**Run 1: layout detail**

Region (67, 8) to (92, 33) um. Cells in gray, sequential cells in the stronger gray; small squares are vias.
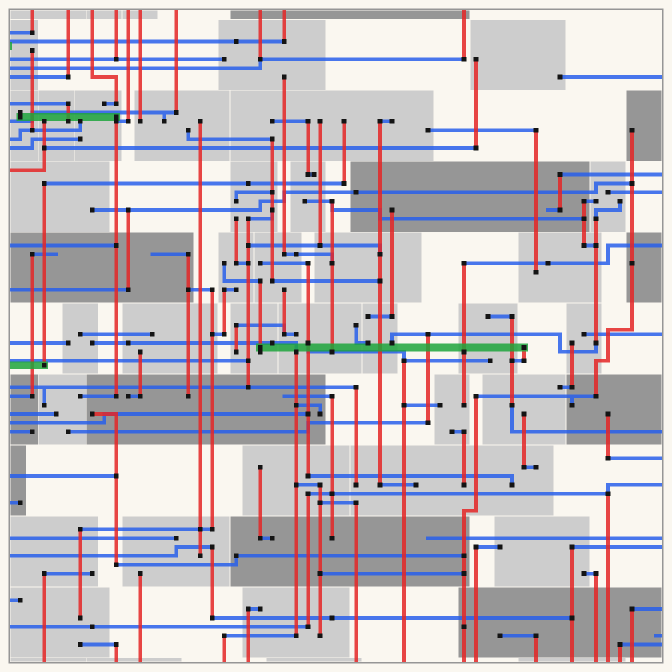
**Run 1: signal wires by layer**

Only two layers are drawn.
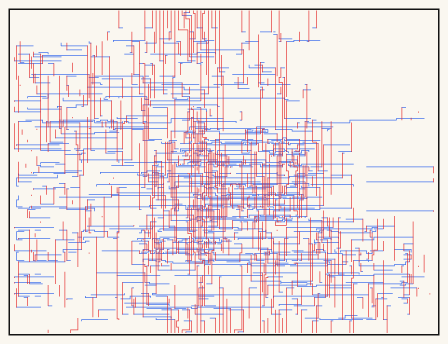
**Run 1: sequential cells grouped by signal name**

Other sequential cells in the stronger gray, the rest of the logic in the fainter gray.
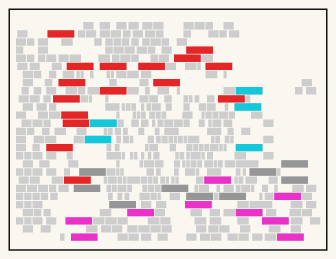
$ cat src/rtl/cpu_controller_if.sv
// Memory bus between the controller and its single-port memory.
//   mem_cmd   : 00 NONE, 01 READ, 10 WRITE (driven by master)
//   mem_addr  : word address (driven by master)
//   read_data : read data, valid the cycle after a READ is presented (driven by slave)
interface cpu_controller_if #(
  parameter int unsigned PC_W = 9,
  parameter int unsigned IW   = 16
);
  logic [1:0]      mem_cmd;
  logic [PC_W-1:0] mem_addr;
  logic [IW-1:0]   read_data;

  modport master (
    output mem_cmd,
    output mem_addr,
    input  read_data
  );

  modport slave (
    input  mem_cmd,
    input  mem_addr,
    output read_data
  );
endinterface

$ cat src/rtl/cpu_controller.sv
// Fetch / decode / control FSM that sits directly upstream of the datapath.
// Owns the PC, the instruction register and the data-address register, and drives
// one datapath micro-step per state.
//   clk, rst_n       : clock, asynchronous active-low reset
//   mem_bus          : memory bus (fetch, LDR read, STR write; write data is datapath_out)
//   readnum_o/writenum_o, write_o, vsel_o : register-file controls
//   loada_o/loadb_o/loadc_o/loads_o, asel_o, bsel_o, shift_o, alu_op_o : datapath controls
//   sximm8_o, sximm5_o : sign-extended immediates from IR
//   mdata_o          : memory read data passed to the datapath
//   pc_o             : current PC
//   datapath_out_i   : datapath C register, low bits load the data-address register
//   halted_o         : high while in HALT
module cpu_controller #(
  parameter int unsigned PC_W = 9,
  parameter int unsigned IW   = 16
) (
  input  logic                   clk,
  input  logic                   rst_n,
  cpu_controller_if.master       mem_bus,
  output logic [2:0]             readnum_o,
  output logic [2:0]             writenum_o,
  output logic                   write_o,
  output logic [1:0]             vsel_o,
  output logic                   loada_o,
  output logic                   loadb_o,
  output logic                   loadc_o,
  output logic                   loads_o,
  output logic                   asel_o,
  output logic                   bsel_o,
  output logic [1:0]             shift_o,
  output logic [1:0]             alu_op_o,
  output logic [IW-1:0]          sximm8_o,
  output logic [IW-1:0]          sximm5_o,
  output logic [IW-1:0]          mdata_o,
  output logic [PC_W-1:0]        pc_o,
  input  logic [IW-1:0]          datapath_out_i,
  output logic                   halted_o
);

  typedef enum logic [4:0] {
    StRst, StIf1, StIf2, StUpc, StDec,
    StWimm, StGeta, StGetb, StPass, StExec, StWrd,
    StAddr, StLda, StMrd, StLwb,
    StSgb, StSps, StSwr,
    StHalt
  } state_e;

  localparam logic [1:0] CmdNone  = 2'b00;
  localparam logic [1:0] CmdRead  = 2'b01;
  localparam logic [1:0] CmdWrite = 2'b10;

  state_e          state_q, state_d;
  logic [PC_W-1:0] pc_q;
  logic [IW-1:0]   ir_q;
  logic [PC_W-1:0] dar_q;

  logic       load_pc, reset_pc, load_ir, load_addr, addr_sel;
  logic [2:0] nsel;

  // Instruction fields
  logic [2:0] opcode, rn, rd, rm;
  logic [1:0] op, sh;
  assign opcode = ir_q[15:13];
  assign op     = ir_q[12:11];
  assign rn     = ir_q[10:8];
  assign rd     = ir_q[7:5];
  assign sh     = ir_q[4:3];
  assign rm     = ir_q[2:0];

  // Only the address-sized slice of the datapath result is needed here.
  logic unused_dp_hi;
  assign unused_dp_hi = ^datapath_out_i[IW-1:PC_W];

  always_ff @(posedge clk or negedge rst_n) begin
    if (!rst_n) begin
      state_q <= StRst;
      pc_q    <= '0;
      ir_q    <= '0;
      dar_q   <= '0;
    end else begin
      state_q <= state_d;
      if (load_pc)   pc_q  <= reset_pc ? '0 : pc_q + PC_W'(1);
      if (load_ir)   ir_q  <= mem_bus.read_data;
      if (load_addr) dar_q <= datapath_out_i[PC_W-1:0];
    end
  end

  always_comb begin
    state_d         = state_q;
    load_pc         = 1'b0;
    reset_pc        = 1'b0;
    load_ir         = 1'b0;
    load_addr       = 1'b0;
    addr_sel        = 1'b0;
    nsel            = 3'd0;
    mem_bus.mem_cmd = CmdNone;
    write_o         = 1'b0;
    vsel_o          = 2'd0;
    loada_o         = 1'b0;
    loadb_o         = 1'b0;
    loadc_o         = 1'b0;
    loads_o         = 1'b0;
    asel_o          = 1'b0;
    bsel_o          = 1'b0;
    shift_o         = 2'b00;
    alu_op_o        = 2'b00;
    halted_o        = 1'b0;

    case (state_q)
      StRst: begin
        reset_pc = 1'b1;
        load_pc  = 1'b1;
        state_d  = StIf1;
      end
      StIf1: begin
        addr_sel        = 1'b1;
        mem_bus.mem_cmd = CmdRead;
        state_d         = StIf2;
      end
      StIf2: begin
        addr_sel        = 1'b1;
        mem_bus.mem_cmd = CmdRead;
        load_ir         = 1'b1;
        state_d         = StUpc;
      end
      StUpc: begin
        load_pc = 1'b1;
        state_d = StDec;
      end
      StDec: begin
        // Any encoding not matched below executes as a NOP.
        case (opcode)
          3'b110: begin
            if (op == 2'b10)      state_d = StWimm;
            else if (op == 2'b00) state_d = StGetb;
            else                  state_d = StIf1;
          end
          3'b101:  state_d = (op == 2'b11) ? StGetb : StGeta;  // MVN has no A operand
          3'b011:  state_d = (op == 2'b00) ? StGeta : StIf1;
          3'b100:  state_d = (op == 2'b00) ? StGeta : StIf1;
          3'b111:  state_d = StHalt;
          default: state_d = StIf1;
        endcase
      end
      StWimm: begin
        nsel    = rn;
        vsel_o  = 2'd2;
        write_o = 1'b1;
        state_d = StIf1;
      end
      StGeta: begin
        nsel    = rn;
        loada_o = 1'b1;
        state_d = (opcode == 3'b101) ? StGetb : StAddr;
      end
      StGetb: begin
        nsel    = rm;
        loadb_o = 1'b1;
        state_d = (opcode == 3'b110) ? StPass : StExec;
      end
      StPass: begin
        asel_o  = 1'b1;
        shift_o = sh;
        loadc_o = 1'b1;
        state_d = StWrd;
      end
      StExec: begin
        alu_op_o = op;
        shift_o  = sh;
        loadc_o  = 1'b1;
        loads_o  = (op == 2'b01);
        // CMP only updates status, nothing to write back.
        state_d  = (op == 2'b01) ? StIf1 : StWrd;
      end
      StWrd: begin
        nsel    = rd;
        vsel_o  = 2'd0;
        write_o = 1'b1;
        state_d = StIf1;
      end
      StAddr: begin
        bsel_o  = 1'b1;
        loadc_o = 1'b1;
        state_d = StLda;
      end
      StLda: begin
        load_addr = 1'b1;
        state_d   = (opcode == 3'b011) ? StMrd : StSgb;
      end
      StMrd: begin
        mem_bus.mem_cmd = CmdRead;
        state_d         = StLwb;
      end
      StLwb: begin
        mem_bus.mem_cmd = CmdRead;
        nsel            = rd;
        vsel_o          = 2'd3;
        write_o         = 1'b1;
        state_d         = StIf1;
      end
      StSgb: begin
        nsel    = rd;
        loadb_o = 1'b1;
        state_d = StSps;
      end
      StSps: begin
        // Pass Rd through unshifted so datapath_out carries the store data.
        asel_o  = 1'b1;
        loadc_o = 1'b1;
        state_d = StSwr;
      end
      StSwr: begin
        mem_bus.mem_cmd = CmdWrite;
        state_d         = StIf1;
      end
      StHalt: begin
        halted_o = 1'b1;
      end
      default: state_d = StRst;
    endcase
  end

  assign mem_bus.mem_addr = addr_sel ? pc_q : dar_q;
  assign readnum_o        = nsel;
  assign writenum_o       = nsel;
  assign sximm8_o         = {{(IW-8){ir_q[7]}}, ir_q[7:0]};
  assign sximm5_o         = {{(IW-5){ir_q[4]}}, ir_q[4:0]};
  assign mdata_o          = mem_bus.read_data;
  assign pc_o             = pc_q;

endmodule

$ cat src/flat_wrapper.sv
// flat-port wrapper written by rule: the top's interface ports become plain ports
module cpu_controller_flat 
#(
  parameter int unsigned PC_W = 9,
  parameter int unsigned IW   = 16
)
  (clk, rst_n, readnum_o, writenum_o, write_o, vsel_o, loada_o, loadb_o, loadc_o, loads_o, asel_o, bsel_o, shift_o, alu_op_o, sximm8_o, sximm5_o, mdata_o, pc_o, datapath_out_i, halted_o, mem_bus_mem_cmd, mem_bus_mem_addr, mem_bus_read_data);
  cpu_controller_if #(.PC_W(PC_W), .IW(IW)) mem_bus_i ();
  input  logic clk;
  input  logic rst_n;
  output logic [2:0] readnum_o;
  output logic [2:0] writenum_o;
  output logic write_o;
  output logic [1:0] vsel_o;
  output logic loada_o;
  output logic loadb_o;
  output logic loadc_o;
  output logic loads_o;
  output logic asel_o;
  output logic bsel_o;
  output logic [1:0] shift_o;
  output logic [1:0] alu_op_o;
  output logic [IW-1:0] sximm8_o;
  output logic [IW-1:0] sximm5_o;
  output logic [IW-1:0] mdata_o;
  output logic [PC_W-1:0] pc_o;
  input  logic [IW-1:0] datapath_out_i;
  output logic halted_o;
  output wire logic [$bits(mem_bus_i.mem_cmd)-1:0] mem_bus_mem_cmd;
  output wire logic [$bits(mem_bus_i.mem_addr)-1:0] mem_bus_mem_addr;
  input wire logic [$bits(mem_bus_i.read_data)-1:0] mem_bus_read_data;
  assign mem_bus_mem_cmd = mem_bus_i.mem_cmd;
  assign mem_bus_mem_addr = mem_bus_i.mem_addr;
  assign mem_bus_i.read_data = mem_bus_read_data;
  cpu_controller #(.PC_W(PC_W), .IW(IW)) u_core (.clk(clk), .rst_n(rst_n), .mem_bus(mem_bus_i), .readnum_o(readnum_o), .writenum_o(writenum_o), .write_o(write_o), .vsel_o(vsel_o), .loada_o(loada_o), .loadb_o(loadb_o), .loadc_o(loadc_o), .loads_o(loads_o), .asel_o(asel_o), .bsel_o(bsel_o), .shift_o(shift_o), .alu_op_o(alu_op_o), .sximm8_o(sximm8_o), .sximm5_o(sximm5_o), .mdata_o(mdata_o), .pc_o(pc_o), .datapath_out_i(datapath_out_i), .halted_o(halted_o));
endmodule
$ cat config.mk
export PLATFORM = sky130hd
export DESIGN_NAME = cpu_controller_flat
export DESIGN_NICKNAME = d
export VERILOG_FILES = /design/src/rtl/cpu_controller_if.sv /design/src/rtl/cpu_controller.sv /design/src/flat_wrapper.sv
export SDC_FILE = /design/constraint.sdc
export NUM_CORES = 1
export LEC_CHECK = 0
export CORE_ASPECT_RATIO = 0.75
export CORE_MARGIN = 1.5
export CORE_UTILIZATION = 35
export CTS_CLUSTER_DIAMETER = 50
export DETAILED_ROUTE_END_ITERATION = 7
export GPL_ROUTABILITY_DRIVEN = 0
export GPL_TIMING_DRIVEN = 0
export PLACE_DENSITY = 0.69
export SYNTH_ARGS = -nofsm -noshare
export SYNTH_HDL_FRONTEND = slang
export SYNTH_SLANG_ARGS = --single-unit
$ cat constraint.sdc
create_clock -name clk -period 4.2 [get_ports clk]
set_input_delay 1.26 -clock clk [delete_from_list [all_inputs] [get_ports clk]]
set_output_delay 1.26 -clock clk [all_outputs]
set_load 0.01 [all_outputs]
==> deck_impl_summary.md, run 1 <==
Key Metrics from the Run

Run status
  • Status: finished, final reports clean

Synth
  • FA/HA/MAJ Cells, Area Fraction: 0.004515
  • Yosys Instances: 297
  • Post-synthesis cell count: 297
  • Main logic family: buffers and inverters
  • Simple-Gate Area Share: 0.1824
  • Number of flops mapped to enable cells by yosys: 0

Drt
  • Routed met2 length: 3359 um
  • Total Routed Length: 7765 um
  • Via count: 2600
  • Detail Route Antenna Nets: 0

Power
  • Max IR drop VDD: 0.0004588 V
  • Total power: 2.938 mW
  • Seq group: 0.675 mW

Critical path
  • Crit path from: u_core.state_q[4]
  • Reg2reg start: u_core.state_q[4]
  • Critical path endpoint: writenum_o[1]
  • Critical Path Slowest Stage Cell: or3b_2

Min path
  • Hold_sp: u_core.dar_q[0]
  • Destination of the worst hold path: u_core.dar_q[0]

Placement
  • Hpwl dp: 5863 um
  • Area after DPL: 4034 um^2
  • DP Worst Slack: 0.5304 ns

Final timing
  • Fmax: 271.4 MHz
  • Final setup vio count: 0
  • RSZ-0062 raised after global routing: no
  • Fin crit period: 3.685 ns
  • Slew headroom: 0.4087
  • Worst Hold Margin: 0.5081 ns

Finish
  • Commonest Layout Cell: clkdlybuf4s50_1
  • Top cell category: buffers
  • Comb_multi_in: 181
  • Max FFs per register: 16
  • Diodes inserted: 0
  • Signal buffers share of area: 0.3940
  • Seq area share: 0.2369
  • Tally of filler cells in the layout: 677
  • Clock buffers: 6

Die
  • Die extent in x: 105.8 um
  • Die Span Y: 80.07 um

Run
  • OpenROAD warning count: 33

Clocking
  • Clk slew on worst S/H paths: 0.07 ns
Back to the opening pictures, 'layout detail':
legend:
  M3:
    color: green
  M1:
    color: blue
  M2:
    color: red
most frequent: dfrtp_1 (5), mux2_2 (4), nor2_1 (4)
netlist names of flops here include: u_core.dar_q (3), u_core.pc_o (2)
cells with their middle in the window: 36
sequential cells in the window: 5

Back to the opening pictures, 'signal wires by layer':
legend:
  M1:
    color: blue
    wire_length: 3560 um
  M2:
    color: red
    wire_length: 3360 um

Back to the opening pictures, 'sequential cells grouped by signal name':
legend:
  u_core.state_q:
    color: cyan
    placed_flops: 5
  u_core.dar_q:
    color: magenta
    placed_flops: 9
  u_core.ir_q:
    color: red
    placed_flops: 16

--- run 2 (diff from run 1) ---
==> constraint.sdc (replaced) <==
create_clock -name clk -period 4.3 [get_ports clk]
set_input_delay 1.29 -clock clk [delete_from_list [all_inputs] [get_ports clk]]
set_output_delay 1.29 -clock clk [all_outputs]
set_load 0.01 [all_outputs]
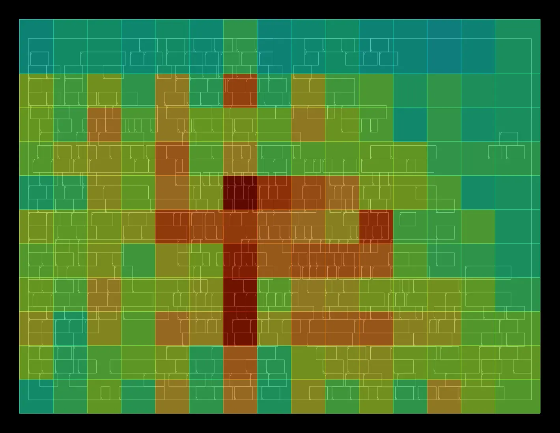
**Above:** run 2 (track usage over the die).
grt met3 use: 0.05519
GRT met2 Usage: 0.2747
Avg WL per Cell: 14.93 um

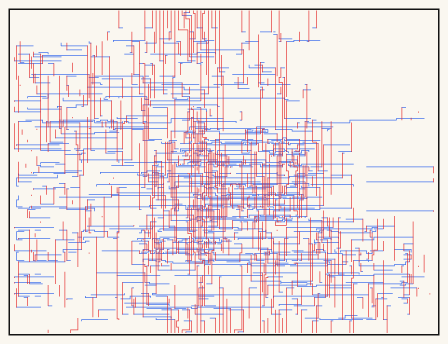
**Above:** run 2 (signal wires by layer).
Only two layers are drawn.
legend:
  M2:
    color: red
    wire_length: 3360 um
  M1:
    color: blue
    wire_length: 3560 um
Total Routed Length: 7765 um
via count: 2600

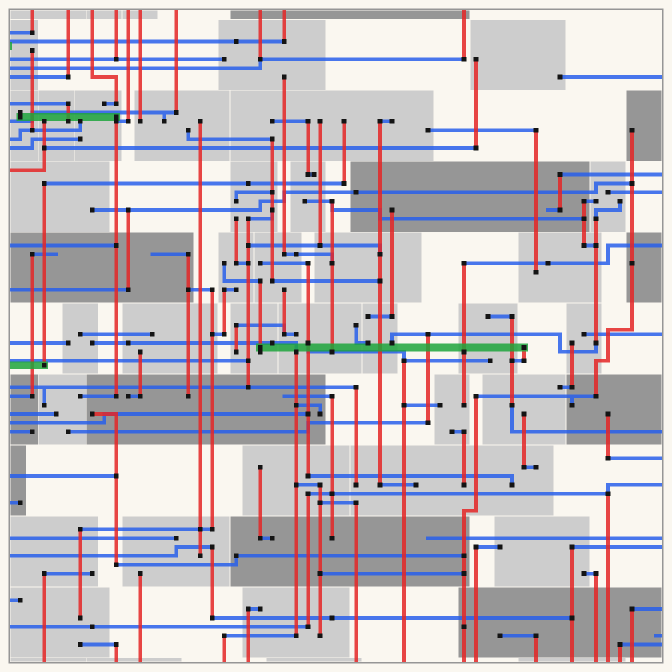
**Above:** run 2 (layout detail).
Region (67, 8) to (92, 33) um. Cells in gray, sequential cells in the stronger gray; small squares are vias.
legend:
  M3:
    color: green
  M2:
    color: red
  M1:
    color: blue
cells with their middle in the window: 36
netlist names of flops here include: u_core.dar_q (3), u_core.pc_o (2)
sequential cells in the window: 5
most frequent: dfrtp_1 (5), mux2_2 (4), nor2_1 (4)

==> run 2 against run 1 <==
Effect of this change: wire length did not move; power fell by 2.3%; clock power fell by 2%; sequential share of layout area did not move; largest power group unchanged.
==> deck_impl_summary.md, run 2 <==
Key Metrics from the Run

Run status
  • Status: finished, final reports clean

Placement
  • DP Worst Slack: 0.5704 ns
  • Hpwl dp: 5863 um

Synth
  • FA/HA/MAJ Cells, Area Fraction: 0.004515
  • Main logic family: buffers and inverters
  • Number of flops mapped to enable cells by yosys: 0

Min path
  • Hold_sp: u_core.dar_q[0]

Critical path
  • Critical Path Slowest Stage Cell: clkdlybuf4s50_1
  • Crit path from: mem_bus_read_data[2]

Die
  • Die Span Y: 80.07 um

Finish
  • Clock buffers: 6
  • Tally of filler cells in the layout: 677
  • Diodes inserted: 0
  • Max FFs per register: 16
  • Seq area share: 0.2369
  • Comb_multi_in: 181
  • Signal buffers share of area: 0.3940

Final timing
  • Slew headroom: 0.4087
  • Final setup vio count: 0
  • Fmax: 267.7 MHz

Run
  • OpenROAD warning count: 33

Power
  • Seq group: 0.659 mW
  • Max IR drop VDD: 0.0004481 V

Drt
  • Detail Route Antenna Nets: 0
Power and IR drop assume default switching activity.
